Figure 1. M1 wires (run 1).
The bar under the picture is 20 um long.
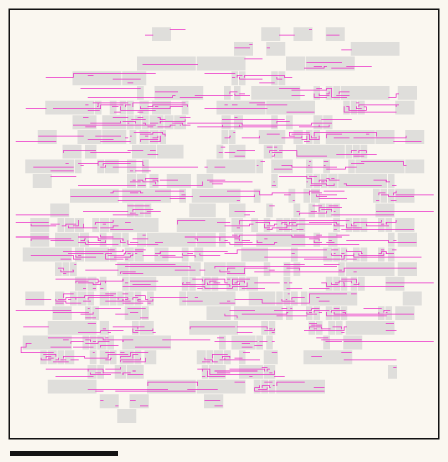
Figure 2. Signal wires on met2 (run 1).
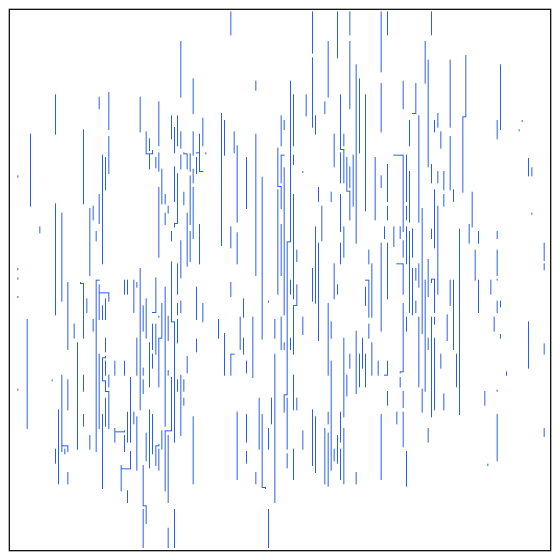
Figure 3. The metal 3 layer (run 1).
The bar under the picture is 20 um long.
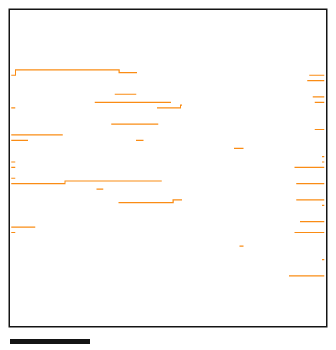
### src/rtl/core_mon_pkg.sv
// rtl/core_mon_pkg.sv - shared state encoding and width helper for the core test monitor
package core_mon_pkg;

    typedef enum logic [1:0] {
        IDLE       = 2'd0,
        RESET_CORE = 2'd1,
        RUN        = 2'd2,
        DONE       = 2'd3
    } state_e;

    function automatic int cnt_w(input int n);
        return (n < 1) ? 1 : $clog2(n + 1);
    endfunction

endpackage

### src/rtl/core_mon_stable_det.sv
// rtl/core_mon_stable_det.sv - flags when the monitored bus has held one value for STABLE_CYCLES samples
module core_mon_stable_det
    import core_mon_pkg::*;
#(
    parameter int OUT_W         = 10,
    parameter int STABLE_CYCLES = 4
) (
    input  logic             clk,
    input  logic             reset,
    input  logic             clear,
    input  logic [OUT_W-1:0] sample,
    output logic             settled
);

    localparam int SW = cnt_w(STABLE_CYCLES);

    logic [OUT_W-1:0] prev;
    logic [SW-1:0]    cnt;
    logic             equal;

    assign equal = (sample == prev);

    // cnt counts equal comparisons already seen, so this sample completes the run when cnt+1 reaches STABLE_CYCLES-1
    assign settled = !clear && equal && ((int'(cnt) + 1) >= (STABLE_CYCLES - 1));

    always_ff @(posedge clk or negedge reset) begin
        if (!reset) begin
            prev <= '0;
            cnt  <= '0;
        end else begin
            prev <= sample;
            if (clear || !equal) begin
                cnt <= '0;
            end else if (cnt != SW'(STABLE_CYCLES)) begin
                cnt <= cnt + 1'b1;
            end
        end
    end

endmodule

### src/rtl/core_test_monitor.sv
// rtl/core_test_monitor.sv - sequences core reset, times the run and reports pass/fail; CORE_MON_EARLY_FAIL_EN ends a run on a settled wrong value
module core_test_monitor
    import core_mon_pkg::*;
#(
    parameter int               OUT_W         = 10,
    parameter logic [OUT_W-1:0] EXPECTED      = OUT_W'(45),
    parameter int               RST_CYCLES    = 5,
    parameter int               STABLE_CYCLES = 4,
    parameter int               TIMEOUT       = 200,
    localparam int              CNT_W         = cnt_w(TIMEOUT)
) (
    input  logic             clk,
    input  logic             reset,
    input  logic             start,
    input  logic [OUT_W-1:0] core_out,
    output logic             core_reset,
    output logic             busy,
    output logic             done,
    output logic             pass,
    output logic             fail,
    output logic [CNT_W-1:0] cycle_count,
    output logic [OUT_W-1:0] final_value
);

    localparam int RW = cnt_w(RST_CYCLES);

    state_e          state;
    logic [RW-1:0]   rst_cnt;
    logic            det_clear;
    logic            settled;
    logic            is_pass;
    logic            early_fail;

    // Decoded from state so an async reset pulls core_reset high immediately
    assign core_reset = (state == IDLE) || (state == RESET_CORE);
    assign busy       = (state == RESET_CORE) || (state == RUN);
    assign done       = (state == DONE);

    assign det_clear  = (state != RUN) || (cycle_count == '0);
    assign is_pass    = settled && (core_out == EXPECTED);

`ifdef CORE_MON_EARLY_FAIL_EN
    assign early_fail = settled && (core_out != EXPECTED);
`else
    assign early_fail = 1'b0;
`endif

    core_mon_stable_det #(
        .OUT_W         (OUT_W),
        .STABLE_CYCLES (STABLE_CYCLES)
    ) u_stable_det (
        .clk     (clk),
        .reset   (reset),
        .clear   (det_clear),
        .sample  (core_out),
        .settled (settled)
    );

    always_ff @(posedge clk or negedge reset) begin
        if (!reset) begin
            state       <= IDLE;
            rst_cnt     <= '0;
            cycle_count <= '0;
            pass        <= 1'b0;
            fail        <= 1'b0;
            final_value <= '0;
        end else begin
            case (state)
                IDLE, DONE: begin
                    if (start) begin
                        state       <= RESET_CORE;
                        rst_cnt     <= '0;
                        cycle_count <= '0;
                        pass        <= 1'b0;
                        fail        <= 1'b0;
                        final_value <= '0;
                    end
                end
                RESET_CORE: begin
                    if (rst_cnt == RW'(RST_CYCLES - 1)) begin
                        state   <= RUN;
                        rst_cnt <= '0;
                    end else begin
                        rst_cnt <= rst_cnt + 1'b1;
                    end
                end
                RUN: begin
                    if (cycle_count != CNT_W'(TIMEOUT)) begin
                        cycle_count <= cycle_count + 1'b1;
                    end
                    // Pass is tested first so a settle on the last allowed cycle beats the timeout
                    if (is_pass) begin
                        state       <= DONE;
                        pass        <= 1'b1;
                        final_value <= core_out;
                    end else if (early_fail || (cycle_count == CNT_W'(TIMEOUT - 1))) begin
                        state       <= DONE;
                        fail        <= 1'b1;
                        final_value <= core_out;
                    end
                end
                default: state <= IDLE;
            endcase
        end
    end

endmodule

### config.mk
export PLATFORM = sky130hd
export DESIGN_NAME = core_test_monitor
export DESIGN_NICKNAME = d
export VERILOG_FILES = /design/src/rtl/core_mon_pkg.sv /design/src/rtl/core_mon_stable_det.sv /design/src/rtl/core_test_monitor.sv
export SDC_FILE = /design/constraint.sdc
export NUM_CORES = 1
export LEC_CHECK = 0
export ABC_AREA = 1
export CORE_MARGIN = 2
export CORE_UTILIZATION = 38
export DETAILED_ROUTE_END_ITERATION = 8
export GPL_ROUTABILITY_DRIVEN = 0
export PLACE_DENSITY = 0.61
export SLEW_MARGIN = 20
export SYNTH_ARGS = -nofsm -noshare
export SYNTH_HDL_FRONTEND = slang
export SYNTH_SLANG_ARGS = --single-unit
### constraint.sdc
create_clock -name clk -period 3.1 [get_ports clk]
set_input_delay 0.62 -clock clk [delete_from_list [all_inputs] [get_ports clk]]
set_output_delay 0.62 -clock clk [all_outputs]
set_load 0.05 [all_outputs]
==> results.py, run 1 <==
# Physical implementation metrics
metrics = {
    "synthesis": {
        "syn-num-nets": 307,
        "top_area_cell": "dfrtp_1",
        "syn-cell-area_um2": 2150,
        "synth_warnings": 0,
        "ys_seq_elements": 38,
        "ys.flop_type": "dfrtp_1",
        "synth_seq_share": 0.442,
        "common_cells": "86 x nand2_1, 47 x inv_1, 38 x dfrtp_1, 27 x nand3_1, 22 x nor2_1",
        "async_flop_share": 1.00,
        "yosysMostFrequentCell": "nand2_1",
        "mux_share": 0,
        "netlist-cell-type-count": 30,
        "synth-adder-area-share": 0.0697,
        "xor_share": 0.0203,
        "aoi_share": 0.0546,
        "ys_area_um2": 2150,
        "edf_count": 0,
        "syn_avg_cell_area_um2": 7.64,
        "postSynthCellCount": 282,
        "ys_cells": 282,
        "topCellsByArea": "dfrtp_1 44%, nand2_1 15%, inv_1 8.2%",
        "logic_family": "simple AND/OR/NAND/NOR gates",
        "synth-simple-area-share": 0.305,
        "top_area_frac": 0.442,
    },
    "layout": {
        "buffer_area_frac": 0.134,
        "syn2layout_area_growth_pct": 25.3,
        "final_nets": 345,
        "fillers": 559,
        "sh_seq_area": 0.352,
        "fin_util": 0.493,
        "clock_cell_area_share": 0.0529,
        "comb_share": 0.359,
        "logic_area_um2": 968,
        "nNonClkBuffers": 37,
        "largest_class": "multi-input combinational cells",
        "drive_above_1_share": 0.0654,
        "clockBufferCount": 6,
        "logic_gate_count": 189,
        "ff_latch_area_um2": 951,
        "seq_cells": 38,
        "inverters": 49,
        "stdcell_count": 393,
        "antenna_cells": 0,
        "final_area_um2": 2700,
    },
    "die": {
        "initCoreUtil": 0.393,
        "dieArea_um2": 6280,
        "nWellTaps": 72,
        "core.rowCount": 27,
        "chipWidth_um": 79.3,
        "core_area_um2": 5470,
        "ios": 36,
        "die_h_um": 79.3,
    },
    "global_routing": {
        "grt_pass1_wl_um": 7740,
        "grt_max_degree": 39,
        "overflow": 0,
        "grt_use_total": 0.157,
        "grt_antenna_before_repair": 0,
        "grt_pass1_vias": 1763,
    },
    "pwr": {
        "pwr-share-clk": 0.209,
        "irDropWorstVdd_uv": 761,
        "p_comb_w": 0.00129,
        "intPower_w": 0.00135,
        "power_leader": "combinational logic",
        "p_total_w": 0.00249,
        "seqPwrFrac": 0.273,
        "leakagePower_nw": 1.39,
        "switching_share": 0.459,
        "p_comb_frac": 0.518,
        "p_sw_w": 0.00114,
        "pg_clk_w": 0.000521,
        "powerSeq_w": 0.000680,
        "p_per_area_nw_per_um2": 923,
    },
    "clock_network": {
        "postCtsSetupRepairBufs": 0,
        "cts_hold_buf": 0,
        "post_cts_resize_count": 0,
        "clockRootBuffer": "clkbuf_8",
        "clk_latency_ns": 0.29,
        "clock_sinks": 38,
        "cts_tree": "built",
        "clkSlewWorstSetupHoldPaths_ns": 0.08,
        "h-tree-depth": 2,
        "cts.path.max_buffers": 2,
        "cts_buffers": 5,
    },
    "route": {
        "drt_first_pass_iters": 5,
        "post_drt_wl_per_cell_um": 11.6,
        "via_per_inst": 4.55,
        "drc": 0,
        "drt_iter0_markers": 119,
        "ant_nets": 0,
    },
    "placement": {
        "place_hpwl_um": 3310,
        "place_area_um2": 2560,
        "io_buffers": 35,
        "place_inst": 385,
        "post-place-ws_ns": 0.715,
    },
    "worst_setup_path": {
        "crit_path_end_kind": "primary output",
        "cpMaxStageDelayCell": "clkdlybuf4s50_1",
        "crit_family": "buffers and inverters",
        "startpoint_type": "flip-flop",
        "cp_max_fo": 6,
        "crit_buf_inv": 2,
        "crit_type": "reg2out",
        "critical-path-max-stage-delay_ns": 0.85,
        "path_cells": "inv_1 > ha_1 > clkdlybuf4s50_1",
        "crit_arrival_ns": 2.04,
        "worstPathRequired_ns": 2.48,
    },
    "final_timing": {
        "grt_setup_unrepaired": "no",
        "setup_violations": 0,
        "setup_tns_ns": 0,
        "hold_ws_ns": 0.436,
        "setup_slack_ns": 0.439,
        "finClkSkew_ns": 0.00470,
        "maxSlewViolCount": 0,
        "tightest_slew_ns": 0.881,
        "min_period_ns": 2.66,
        "hold_viol_final": 0,
        "finalClockPeriodUsage": 0.859,
        "slew_headroom": 0.413,
        "max_freq_mhz": 376,
    },
    "job": {
        "warnings": 34,
        "max_cap_violations": 0,
    },
    "status": {
        "status": "finished, final reports clean",
    },
    "min_path": {
        "hold_path_class": "in2async",
    },
}
Back to the opening pictures, Figure 1:
nets with wire on the layer: 301
longest straight run: 22.5 um
share of all routed wire: 50%
main direction: horizontal
wire length on this layer: 2290 um
GR Util met1: 0.212
Routed WL: 4570 um

Back to the opening pictures, Figure 2:
share of all routed wire: 44%
nets with wire on the layer: 263
wire length on this layer: 2020 um

Back to the opening pictures, Figure 3:
main direction: horizontal
nets with wire on the layer: 30
longest straight run: 26.0 um
met3 usage: 0.0443
via count: 1788

[run 1: final timing paths]
| path | cells past startpoint | start | endpoint | slack (ns) |
|---|---|---|---|---|
| worst max-delay path | 3 | state[0] | busy | 0.44 |
| worst min-delay path | 1 | reset | u_stable_det.prev[8] | 0.44 |
| worst max register to register | 12 | state[0] | state[0] | 0.78 |
| worst min register to register | 2 | final_value[5] | final_value[5] | 0.48 |
| max in group asynchronous | 1 | reset | cycle_count[4] | 2.10 |
| min in group clk | 2 | final_value[5] | final_value[5] | 0.48 |
[run 1: flip-flops by register name, summed over array words and instances, names as in the netlist]
| register | count |
|---|---|
| cycle_count | 8 |
| fail | 1 |
| final_value | 10 |
| pass | 1 |
| rst_cnt | 3 |
| state | 2 |
| u_stable_det.cnt | 3 |
| u_stable_det.prev | 10 |
[run 1: layer usage]
| layer | wire length [um] | vias up | track usage | share of wire |
|---|---|---|---|---|
| li1 | - | 942 | - | - |
| met2 | 2020 | 41 | 0.247 | 0.44 |
| met1 | 2290 | 801 | 0.212 | 0.50 |
| met3 | 218 | 4 | 0.0443 | 0.048 |
| met4 | 41 | 0 | 0.0448 | 0.0090 |
| met5 | 0 | - | 0 | 0 |
[run 1: cells in the final DEF (no fill, tap or decap), drive strengths merged]
cell           count
a211oi             1
a21oi              8
a31oi              1
and2               1
and3               1
buf                3
bufinv             2
clkbuf             6
clkdlybuf4s50     34
dfrtp             38
ha                12
inv               49
nand2             88
nand3             29
nand3b             1
nand4              4
nor2              24
nor3               2
o21ai              9
o31ai              2
or2                1
xnor2              2
xor2               3
[run 1: cell families (layout without fill, tap and decap cells)]
family	after synthesis	in the layout
buffers and inverters	55	94
flip-flops	38	38
adder cells (fa/ha/maj)	12	12
XOR/XNOR	5	5
AND-OR/OR-AND	21	21
AND/OR/NAND/NOR	151	151
Figure 4. Clock nets (run 1).
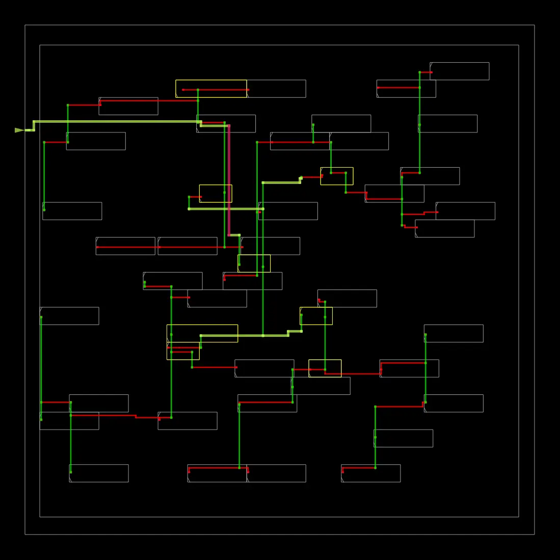

==> run 2, diff against run 1 <==
Settings changed: CORE_ASPECT_RATIO set to 0.8, CTS_CLUSTER_DIAMETER set to 80.
Figure 5. Clock nets (run 2).
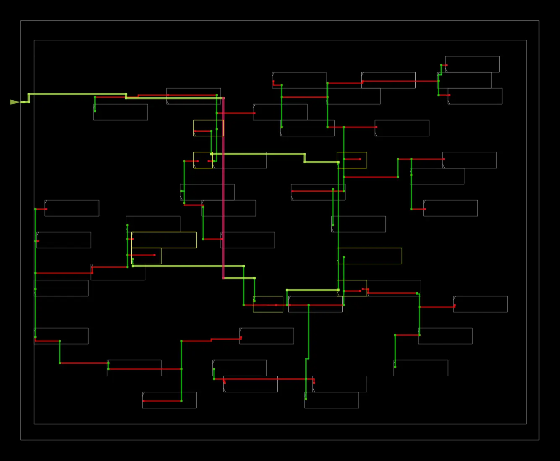
Clock Sinks: 38
clk_skew: 0.0113 ns
Clk Latency, worst-skew pair: 0.30 ns
clock buf count: 5

==> run 2 against run 1 <==
Effect of this change:
- count of clock-buffer cells in the layout fell by 1
- cell area about the same
- global-route usage grew 0.58 points
- register-to-register slack better by 0.05 ns
- fmax decreased by 0.56%
- synthesized area did not move
- sequential power about the same
- non-clock buffer count unchanged
- largest cell class unchanged
==> results.py, run 2 <==
# Physical implementation metrics
metrics = {
    "status": {
        "status": "finished, final reports clean",
    },
    "global_routing": {
        "grt_antenna_before_repair": 0,
        "grt_max_degree": 39,
        "overflow": 0,
        "grt_pass1_vias": 1774,
        "grt_use_total": 0.163,
        "grt_pass1_wl_um": 7980,
    },
    "pwr": {
        "p_total_w": 0.00248,
        "p_per_area_nw_per_um2": 919,
        "leakagePower_nw": 1.39,
        "irDropWorstVdd_uv": 668,
    },
    "route": {
        "ant_nets": 0,
        "routed_wl_um": 4590,
        "met2_length_um": 1930,
        "m1WireLength_um": 2420,
        "dr_wl_met3_um": 212,
        "drc": 0,
        "vias": 1811,
        "drt_iter0_markers": 125,
        "post_drt_wl_per_cell_um": 11.5,
        "via_per_inst": 4.54,
        "drt_first_pass_iters": 4,
        "maxUsedRoutingLayer": "met4",
    },
    "synthesis": {
        "async_flop_share": 1.00,
        "ys_area_um2": 2150,
        "common_cells": "86 x nand2_1, 47 x inv_1, 38 x dfrtp_1, 27 x nand3_1, 22 x nor2_1",
        "postSynthCellCount": 282,
        "synth_warnings": 0,
        "syn_avg_cell_area_um2": 7.64,
        "syn-cell-area_um2": 2150,
        "netlist-cell-type-count": 30,
        "ys_seq_elements": 38,
        "topCellsByArea": "dfrtp_1 44%, nand2_1 15%, inv_1 8.2%",
        "edf_count": 0,
        "synth_seq_share": 0.442,
        "yosysMostFrequentCell": "nand2_1",
        "top_area_cell": "dfrtp_1",
        "ys_cells": 282,
        "ys.flop_type": "dfrtp_1",
        "top_area_frac": 0.442,
        "syn-num-nets": 307,
    },
    "layout": {
        "mostFrequentLayoutCells": "86 x nand2_1, 47 x inv_1, 38 x dfrtp_1",
        "reg.largest.list": "final_value (10), u_stable_det.prev (10), cycle_count (8)",
        "fin_util": 0.494,
        "antenna_cells": 0,
        "fillers": 565,
        "drive_above_1_share": 0.0654,
        "syn2layout_area_growth_pct": 25.5,
        "final_nets": 345,
        "layout_top_cell": "nand2_1",
    },
    "worst_setup_path": {
        "cpMaxStageDelayCell": "clkdlybuf4s50_1",
        "crit_arrival_ns": 2.06,
        "r2r-start": "state[0]",
        "cp-startpoint": "state[0]",
        "startpoint_type": "flip-flop",
        "crit_type": "reg2out",
        "crit_buf_inv": 2,
        "rrSetupSlack_ns": 0.83,
        "critical-path-max-stage-delay_ns": 0.84,
        "crit_cells": 3,
        "rr_worst_depth": 9,
        "timing.rr.end": "cycle_count[1]",
        "worstSetupEndpoint": "busy",
        "cp_max_fo": 6,
        "worstPathRequired_ns": 2.48,
        "crit_family": "buffers and inverters",
        "crit_path_end_kind": "primary output",
        "path_cells": "inv_1 > ha_1 > clkdlybuf4s50_1",
    },
    "clock_network": {
        "cts_tree": "built",
        "clkSlewWorstSetupHoldPaths_ns": 0.08,
        "post_cts_resize_count": 0,
        "clockRootBuffer": "clkbuf_8",
        "cts_hold_buf": 0,
        "h-tree-depth": 2,
        "cts.path.max_buffers": 2,
        "postCtsSetupRepairBufs": 0,
        "cts_buffers": 5,
    },
    "die": {
        "initCoreUtil": 0.394,
        "chipWidth_um": 88.2,
        "core_area_um2": 5470,
        "dieArea_um2": 6290,
        "die_h_um": 71.3,
        "core.rowCount": 24,
        "ios": 36,
    },
    "final_timing": {
        "setup_slack_ns": 0.424,
        "setup_violations": 0,
        "hold_viol_final": 0,
        "setup_tns_ns": 0,
        "grt_setup_unrepaired": "no",
        "slew_headroom": 0.419,
        "tightest_slew_ns": 0.872,
        "max_freq_mhz": 374,
        "min_period_ns": 2.68,
        "finalClockPeriodUsage": 0.863,
        "maxSlewViolCount": 0,
    },
    "placement": {
        "place_hpwl_um": 3300,
        "post-place-ws_ns": 0.729,
        "io_buffers": 35,
    },
    "job": {
        "max_cap_violations": 0,
        "warnings": 34,
    },
    "min_path": {
        "hold_path_class": "in2async",
    },
}
## run 2: metal layers
metal  vias up  track usage
li1        948            -
met3         2       0.0484
met4         0       0.0455
met5         -            0
met2        33        0.243
met1       828        0.231
## run 2: through the flow
stage / hold WS, ns / instances / cell area, um2
2_1_floorplan: 0.324 / 282 / 2150
3_3_place_gp: 0.460 / 391 / 2560
3_5_place_dp: 0.459 / 391 / 2560
4_1_cts: 0.466 / 399 / 2700
5_1_grt: 0.509 / 399 / 2700
6_report: 0.435 / 399 / 2700
## run 2: final cells by class
class | instances | area [um2] | area share
sequential | 38 | 951 | 0.352
multi-input combinational | 189 | 968 | 0.358
tap | 78 | 97.6 | 0.0361
clock inverter | 3 | 68.8 | 0.0255
inverter | 49 | 186 | 0.0690
timing repair buffer | 37 | 360 | 0.133
clock buffer | 5 | 68.8 | 0.0255
## run 2: report_power, final
| part | leakage, nW | switching [W] | total [W] | internal (W) |
|---|---|---|---|---|
| Sequential | 0.497 | 0.0000731 | 0.000679 | 0.000606 |
| Combinational | 0.820 | 0.000895 | 0.00129 | 0.000398 |
| Clock | 0.0683 | 0.000189 | 0.000512 | 0.000322 |
| Total | 1.39 | 0.00116 | 0.00248 | 0.00133 |
## run 2: logic make-up (layout without fill, tap and decap cells)
kind of cell / after synthesis / in the layout / synth area share
and+or+nand+nor: 151 / 151 / 0.305
DFF: 38 / 38 / 0.442
xor gates and xnor gates: 5 / 5 / 0.0203
AOI/OAI and AO/OA: 21 / 21 / 0.0546
buffers and inverters: 55 / 94 / 0.109
adders and majority gates: 12 / 12 / 0.0697
Figure 6. The metal 3 layer (run 2).
The bar under the picture is 20 um long.
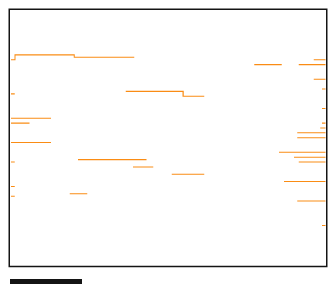

==> run 3, diff against run 2 <==
Settings changed: MAX_ROUTING_LAYER set to met4.
Figure 7. The metal 3 layer (run 3).
The bar under the picture is 20 um long.
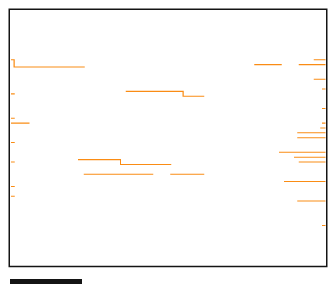
wire length on this layer: 196 um
nets with wire on the layer: 25
via count: 1800
Routed WL: 4590 um
met3 usage: 0.0461

==> run 3 against run 2 <==
Effect of this change:
- setup slack got worse by 0.0014 ns
- clock skew barely moved
- register-to-register slack barely moved
- fmax barely moved
- largest power group unchanged
- die size did not move
- sequential power barely moved
- critical path depth did not move
- critical path type unchanged
- clock power barely moved
- critical endpoint unchanged
- routed wire length barely moved
==> results.py, run 3 <==
# Physical implementation metrics
metrics = {
    "status": {
        "status": "finished, final reports clean",
    },
    "final_timing": {
        "finalClockPeriodUsage": 0.864,
        "min_period_ns": 2.68,
        "grt_setup_unrepaired": "no",
        "setup_tns_ns": 0,
        "hold_viol_final": 0,
        "finClkSkew_ns": 0.0116,
        "tightest_slew_ns": 0.876,
        "maxSlewViolCount": 0,
        "max_freq_mhz": 373,
        "setup_slack_ns": 0.422,
        "slew_headroom": 0.416,
        "setup_violations": 0,
        "hold_ws_ns": 0.437,
    },
    "placement": {
        "post-place-ws_ns": 0.729,
        "place_hpwl_um": 3300,
        "io_buffers": 35,
        "place_inst": 391,
        "place_area_um2": 2560,
    },
    "worst_setup_path": {
        "timing.rr.end": "cycle_count[1]",
        "crit_path_end_kind": "primary output",
        "startpoint_type": "flip-flop",
        "crit_type": "reg2out",
        "rrSetupSlack_ns": 0.84,
        "worstPathRequired_ns": 2.48,
        "path_cells": "inv_1 > ha_1 > clkdlybuf4s50_1",
        "crit_family": "buffers and inverters",
        "crit_arrival_ns": 2.06,
        "cpMaxStageDelayCell": "clkdlybuf4s50_1",
        "r2r-start": "state[0]",
        "crit_buf_inv": 2,
        "cp_max_fo": 6,
    },
    "layout": {
        "fillers": 565,
        "reg.largest.list": "final_value (10), u_stable_det.prev (10), cycle_count (8)",
        "antenna_cells": 0,
        "mostFrequentLayoutCells": "86 x nand2_1, 47 x inv_1, 38 x dfrtp_1",
        "layout_top_cell": "nand2_1",
        "final_nets": 345,
        "syn2layout_area_growth_pct": 25.5,
        "stdcell_count": 399,
        "fin_util": 0.494,
        "logic_area_um2": 968,
        "final_area_um2": 2700,
        "ff_latch_area_um2": 951,
        "drive_above_1_share": 0.0654,
    },
    "job": {
        "max_cap_violations": 0,
        "warnings": 34,
    },
    "route": {
        "drc": 0,
        "ant_nets": 0,
        "via_per_inst": 4.51,
        "dr_wl_met3_um": 196,
        "met2_length_um": 1910,
        "drt_first_pass_iters": 4,
        "m1WireLength_um": 2460,
        "maxUsedRoutingLayer": "met4",
        "post_drt_wl_per_cell_um": 11.5,
        "drt_iter0_markers": 127,
    },
    "clock_network": {
        "clkSlewWorstSetupHoldPaths_ns": 0.08,
        "cts_buffers": 5,
        "cts.path.max_buffers": 2,
        "post_cts_resize_count": 0,
        "clk_latency_ns": 0.30,
        "cts_tree": "built",
        "postCtsSetupRepairBufs": 0,
        "h-tree-depth": 2,
    },
    "synthesis": {
        "top_area_cell": "dfrtp_1",
        "synth_warnings": 0,
        "synth_seq_share": 0.442,
        "ys_cells": 282,
        "common_cells": "86 x nand2_1, 47 x inv_1, 38 x dfrtp_1, 27 x nand3_1, 22 x nor2_1",
        "syn-num-nets": 307,
        "topCellsByArea": "dfrtp_1 44%, nand2_1 15%, inv_1 8.2%",
        "ys_seq_elements": 38,
        "edf_count": 0,
        "top_area_frac": 0.442,
        "netlist-cell-type-count": 30,
        "yosysMostFrequentCell": "nand2_1",
        "syn-cell-area_um2": 2150,
        "ys_area_um2": 2150,
        "async_flop_share": 1.00,
        "syn_avg_cell_area_um2": 7.64,
        "postSynthCellCount": 282,
        "ys.flop_type": "dfrtp_1",
    },
    "die": {
        "initCoreUtil": 0.394,
        "core.rowCount": 24,
        "ios": 36,
        "core_area_um2": 5470,
        "dieArea_um2": 6290,
        "chipWidth_um": 88.2,
        "die_h_um": 71.3,
    },
    "global_routing": {
        "grt_max_degree": 39,
        "grt_antenna_before_repair": 0,
        "grt_use_total": 0.168,
        "grt_pass1_vias": 1769,
        "grt_pass1_wl_um": 7990,
        "overflow": 0,
    },
    "pwr": {
        "p_per_area_nw_per_um2": 920,
        "leakagePower_nw": 1.39,
        "p_total_w": 0.00249,
        "irDropWorstVdd_uv": 671,
    },
    "min_path": {
        "hold_path_class": "in2async",
    },
}
==> run 3: cell counts after synthesis <==
Identical to the previous run, type by type.
==> run 3: worst register-to-register path, stage by stage, from the launching register on <==
cell,delay [ns]
dfrtp_1,0.43
inv_1,0.10
ha_1,0.48
inv_4,0.09
nor3_1,0.18
nand3_1,0.10
nand3_1,0.33
inv_1,0.18
nand3_1,0.11
o21ai_0,0.11
==> run 3: kinds of logic after synthesis <==
group / Yosys count / share of synthesized area
and+or+nand+nor: 151 / 0.305
buffers and inverters: 55 / 0.109
DFF: 38 / 0.442
AOI/OAI and AO/OA: 21 / 0.0546
adders and majority gates: 12 / 0.0697
xor gates and xnor gates: 5 / 0.0203
==> run 3: worst max path at each step <==
stage                     endpoint      from  depth (start not counted)
floorplan           final_value[0]  state[0]                          7
global placement              busy  state[0]                          3
detailed placement            busy  state[0]                          3
CTS                           busy  state[0]                          3
global route                  busy  state[0]                          3
finish                        busy  state[0]                          3
==> run 3: final cells by class <==
cell class / instances / area share
Tap cell: 78 / 0.0361
Clock buffer: 5 / 0.0255
Timing Repair Buffer: 37 / 0.133
Multi-Input combinational cell: 189 / 0.358
Clock inverter: 3 / 0.0255
Sequential cell: 38 / 0.352
Inverter: 49 / 0.0690
==> run 3: power by group <==
group / internal [W] / total (W) / switching [W]
Combinational: 0.000398 / 0.00130 / 0.000897
Sequential: 0.000606 / 0.000679 / 0.0000730
Clock: 0.000322 / 0.000512 / 0.000189
Total: 0.00133 / 0.00249 / 0.00116
==> run 3: routing by layer <==
metal | vias to the layer above | global-route usage
met2 | 31 | 0.242
met5 | - | -
met3 | 2 | 0.0461
met1 | 819 | 0.233
met4 | 0 | 0.0455
li1 | 948 | -
No activity file was given, so power comes from the tool's default toggle rates.
